Figure 1. Power grid.
Scale bar: 50 um. Pins as bars on the die edge.
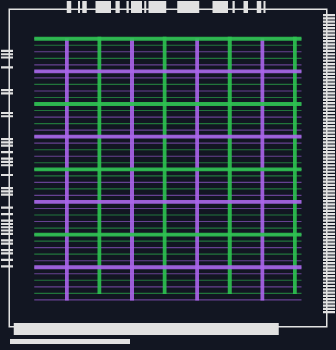
Figure 2. Placed cells, one color a class.
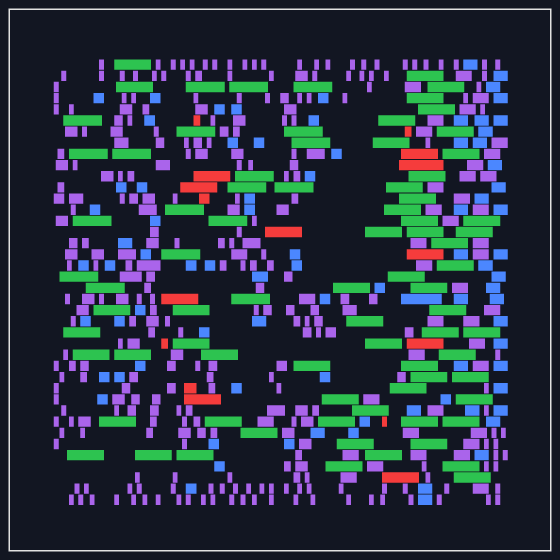
==> config.mk <==
export PLATFORM = sky130hd
export DESIGN_NAME = fetch_sequencer
export DESIGN_NICKNAME = d
export VERILOG_FILES = /design/src/rtl/fetch_pkg.sv /design/src/rtl/fetch_pc_next.sv /design/src/rtl/fetch_sequencer.sv
export SDC_FILE = /design/constraint.sdc
export NUM_CORES = 1
export LEC_CHECK = 0
export ABC_AREA = 0
export ABC_CLOCK_PERIOD_IN_PS = 2650
export CELL_PAD_IN_SITES_DETAIL_PLACEMENT = 1
export CELL_PAD_IN_SITES_GLOBAL_PLACEMENT = 2
export CORE_MARGIN = 10
export CORE_UTILIZATION = 35
export CTS_BUF_LIST = sky130_fd_sc_hd__clkbuf_16
export CTS_CLUSTER_SIZE = 28
export DETAILED_ROUTE_END_ITERATION = 16
export DONT_BUFFER_PORTS = 1
export PLACE_DENSITY_LB_ADDON = 0.15
export SETUP_SLACK_MARGIN = 0.3
export SLEW_MARGIN = 20
export SYNTH_ARGS = -nofsm -noshare
export SYNTH_HDL_FRONTEND = slang
export SYNTH_SLANG_ARGS = --single-unit
==> constraint.sdc <==
create_clock -name clk -period 2.65 [get_ports clk]
set_clock_uncertainty 0.15 [all_clocks]
set_input_delay 0.265 -clock clk [delete_from_list [all_inputs] [get_ports clk]]
set_output_delay 0.265 -clock clk [all_outputs]
set_load 0.1 [all_outputs]
==> src/rtl/fetch_pkg.sv <==
// Shared types and constants for the instruction fetch sequencer.
// Widths, FSM state encoding and the ebreak opcode.
package fetch_pkg;

    localparam int ADDR_W = 64;
    localparam int INSN_W = 32;

    localparam logic [INSN_W-1:0] EBREAK_INSN = 32'h0010_0073;

    typedef enum logic [1:0] {
        IDLE  = 2'd0,
        RUN   = 2'd1,
        HALT  = 2'd2,
        FAULT = 2'd3
    } state_t;

endpackage

==> src/rtl/fetch_pc_next.sv <==
// Next-PC selection for the fetch sequencer: branch redirect,
// sequential step and wrap at the instruction memory size.
module fetch_pc_next
    import fetch_pkg::*;
#(
    parameter int MEM_BYTES = 64,
    parameter int PC_STEP   = 4
) (
    input  logic [ADDR_W-1:0] pc,
    input  logic              branch_taken,
    input  logic [ADDR_W-1:0] branch_target,
    input  logic              advance,
    output logic [ADDR_W-1:0] next_pc,
    output logic              misaligned
);

    localparam logic [ADDR_W-1:0] MASK = ADDR_W'(MEM_BYTES - 1);

    always_comb begin
        misaligned = branch_taken && (branch_target[1:0] != 2'b00);
        next_pc    = pc;
        if (branch_taken) begin
            if (!misaligned)
                next_pc = branch_target & MASK;
        end else if (advance) begin
            next_pc = (pc + ADDR_W'(PC_STEP)) & MASK;
        end
    end

endmodule

==> src/rtl/fetch_sequencer.sv <==
// Instruction fetch sequencer: PC, FSM and one-entry output stage.
// Define HALT_DETECT_EN to stop fetch on an ebreak instruction.
module fetch_sequencer
    import fetch_pkg::*;
#(
    parameter logic [63:0] RESET_PC  = 64'd0,
    parameter int          MEM_BYTES = 64,
    parameter int          PC_STEP   = 4
) (
    input  logic              clk,
    input  logic              reset,
    input  logic              start,
    output logic [ADDR_W-1:0] Inst_Address,
    input  logic [INSN_W-1:0] instruction_in,
    output logic [INSN_W-1:0] inst_out,
    output logic [ADDR_W-1:0] inst_pc,
    output logic              inst_valid,
    input  logic              inst_ready,
    input  logic              branch_taken,
    input  logic [ADDR_W-1:0] branch_target,
    output logic              halted,
    output logic              fault,
    output logic [31:0]       fetch_count
);

    state_t            state;
    state_t            state_n;
    logic [ADDR_W-1:0] pc;
    logic [ADDR_W-1:0] next_pc;
    logic              misaligned;
    logic              advance;
    logic              capture;
    logic              go;
    logic              is_ebreak;

    fetch_pc_next #(
        .MEM_BYTES (MEM_BYTES),
        .PC_STEP   (PC_STEP)
    ) u_pc_next (
        .pc            (pc),
        .branch_taken  (branch_taken),
        .branch_target (branch_target),
        .advance       (advance),
        .next_pc       (next_pc),
        .misaligned    (misaligned)
    );

    always_ff @(posedge clk or negedge reset) begin
        if (!reset)
            state <= IDLE;
        else
            state <= state_n;
    end

    always_comb begin
`ifdef HALT_DETECT_EN
        is_ebreak = (instruction_in == EBREAK_INSN);
`else
        is_ebreak = 1'b0;
`endif
        state_n = state;
        capture = 1'b0;
        advance = 1'b0;
        go      = 1'b0;
        case (state)
            RUN: begin
                if (branch_taken) begin
                    if (misaligned)
                        state_n = FAULT;
                end else if (!inst_valid || inst_ready) begin
                    capture = 1'b1;
                    // ebreak is still delivered, but the PC parks on it
                    advance = !is_ebreak;
                    if (is_ebreak)
                        state_n = HALT;
                end
            end
            default: begin
                if (start) begin
                    state_n = RUN;
                    go      = 1'b1;
                end
            end
        endcase
    end

    always_ff @(posedge clk or negedge reset) begin
        if (!reset) begin
            pc          <= RESET_PC;
            inst_out    <= '0;
            inst_pc     <= '0;
            inst_valid  <= 1'b0;
            fetch_count <= '0;
        end else if (go) begin
            pc          <= RESET_PC;
            inst_valid  <= 1'b0;
            fetch_count <= '0;
        end else begin
            if (inst_valid && inst_ready)
                fetch_count <= fetch_count + 32'd1;
            if (state == RUN) begin
                pc <= next_pc;
                if (branch_taken) begin
                    inst_valid <= 1'b0;
                end else if (capture) begin
                    inst_out   <= instruction_in;
                    inst_pc    <= pc;
                    inst_valid <= 1'b1;
                end
            end else if (inst_valid && inst_ready) begin
                inst_valid <= 1'b0;
            end
        end
    end

    assign Inst_Address = pc;
    assign fault        = (state == FAULT);
`ifdef HALT_DETECT_EN
    assign halted = (state == HALT);
`else
    assign halted = 1'b0;
`endif

endmodule
==> notes.org <==
* Implementation run

** Synthesis
- Yosys mapped a number of flops with a built-in enable equal to 0.
- The synthesis report lists the Yosys warning total as 0.
- Of the total synthesized cell area, the portion taken by AND-OR and OR-AND cells is under 10%.
- The most frequently used library cell after synthesis is buf_4.
- Chip Area, Yosys :: roughly 4400 um2
- The synth_stat.txt file lists the number of cells as 415.
- Yosys cell types :: roughly 40
- Asr flop ratio synth :: 100%
- The cell type that accounts for the most area after synthesis is dfrtp_1.

** Global routing
- Global-route track usage on met2 :: roughly 23%
- The number of antenna violations at the first check in global routing is 0.
- Global-route wire length before repair :: 19500 um
- Met3 layer usage reported by global route :: 7.24%
- Entering global routing, the biggest net connects 80 pins.

** Final timing
- OpenROAD reports that the post-layout worst path occupies 79.6% of the period.
- Setup repair after global routing left no endpoint under its margin.
- From the final report, the count of setup violators was given as 0.
- Measured against its own limit, the worst slew margin works out to between 30% and 40%.
- Highest clock frequency the design can meet :: about 470 MHz

** Critical path
- Data required time of the worst path :: between 2 and 3 ns
- RR Endpoint :: fetch_count[31]
- Worst path buffer plus inverter count :: 1
- Among all stages on the critical path, the largest delay is contributed by or3_1.
- The launch point of the critical path was reported as inst_valid.
- For the worst flop-to-flop path, the logic depth is 6.
- Largest delay contributor family on the critical path :: simple AND/OR/NAND/NOR gates
- STA classifies the critical path startpoint as a flip-flop.
- Critical Path End :: fetch_count[31]
- The worst-case reg-to-reg setup slack stands at approximately 0.54 ns.

** Route
- DRC violation count after routing :: 0
- Post-detailed-routing wire length :: ~13000 um
- Per the post-route antenna check, the number of violating nets is 0.
- Drt first pass iters :: 4
- Detail Route met3 WL :: roughly 1500 um
- Wire length per cell after detailed routing :: 18.7 um

** Final layout
- The top cell type in the final layout, fill and taps aside, is conb_1.
- The repair_antennas step left the layout with diodes totalling 0.
- Count of filler cells inserted in the layout :: between 1k and 1.5k
- Growth of design area from synthesis to finish :: 17.8%
- Multi-input gates :: between 300 and 400
- The finished layout holds approximately 670 standard cells, fillers aside.
- The layout report lists the non-clock buffer share of cell area as between 10% and 20%.
- Logic cell area :: approximately 1900 um2
- The clock network takes up about 5.6% of total cell area after layout.
- In the final layout, multi-input gates take up between 30% and 40% of the cell area.

** Power and ir drop
- Reported sequential group power :: between 2000 and 3000 uW
- Sw power :: about 2800 uW
- The internal portion of the total power is 2330 uW.
- Highest ir drop seen on vdd :: roughly 0.00035 V
- The biggest slice of the total power is consumed by registers.
- Power in combinational cells :: roughly 1400 uW

** Status
- The flow ran to the end, and the final reports show no timing, DRC or antenna violations.

** Clocking
- Clock input transition at the sequential cells of the worst setup and hold paths :: 0.06 ns
- Root buffer cell :: clkbuf_16
- Number of sinks on the clock net :: roughly 79
- The post-CTS hold buffer count recorded in the log is 38.
- No sink is reached through more buffers than the 2 on the longest clock path.
- CTS tree :: yes
- CTS-repair resized insts :: 0

** Place
- Worst slack at placement :: around 0.32 ns
- Detailed placement reports a standard cell area of between 4000 and 5000 um2.

** Min path
- The min-delay analysis places its worst path in the category input pin to flip-flop.
- The startpoint identified for the worst hold timing path is branch_target[0].

** Job
- Max_cap viols :: 0
- Stage-log warning count :: 85
Back to the opening pictures, Figure 1:
- purple: VSS
- green: VDD
- met5 straps: 8
- met4 straps: 8
- rows: 40
- met1 rails: 41
- signal pins: 296

Back to the opening pictures, Figure 2:
- blue: other buffers and delay cells (cells 82)
- purple: combinational and other logic (cells 324)
- red: clock drivers and dummy loads (cells 16)
- green: flops (cells 79)
Non-Filler Cell Area, Final: 5140 um2
area of the core: 12100 um2
proportion of cell area occupied by registers: 38.9%
utilization after layout: 42.4%
number of placement rows: 40

Power and IR drop assume default switching activity.
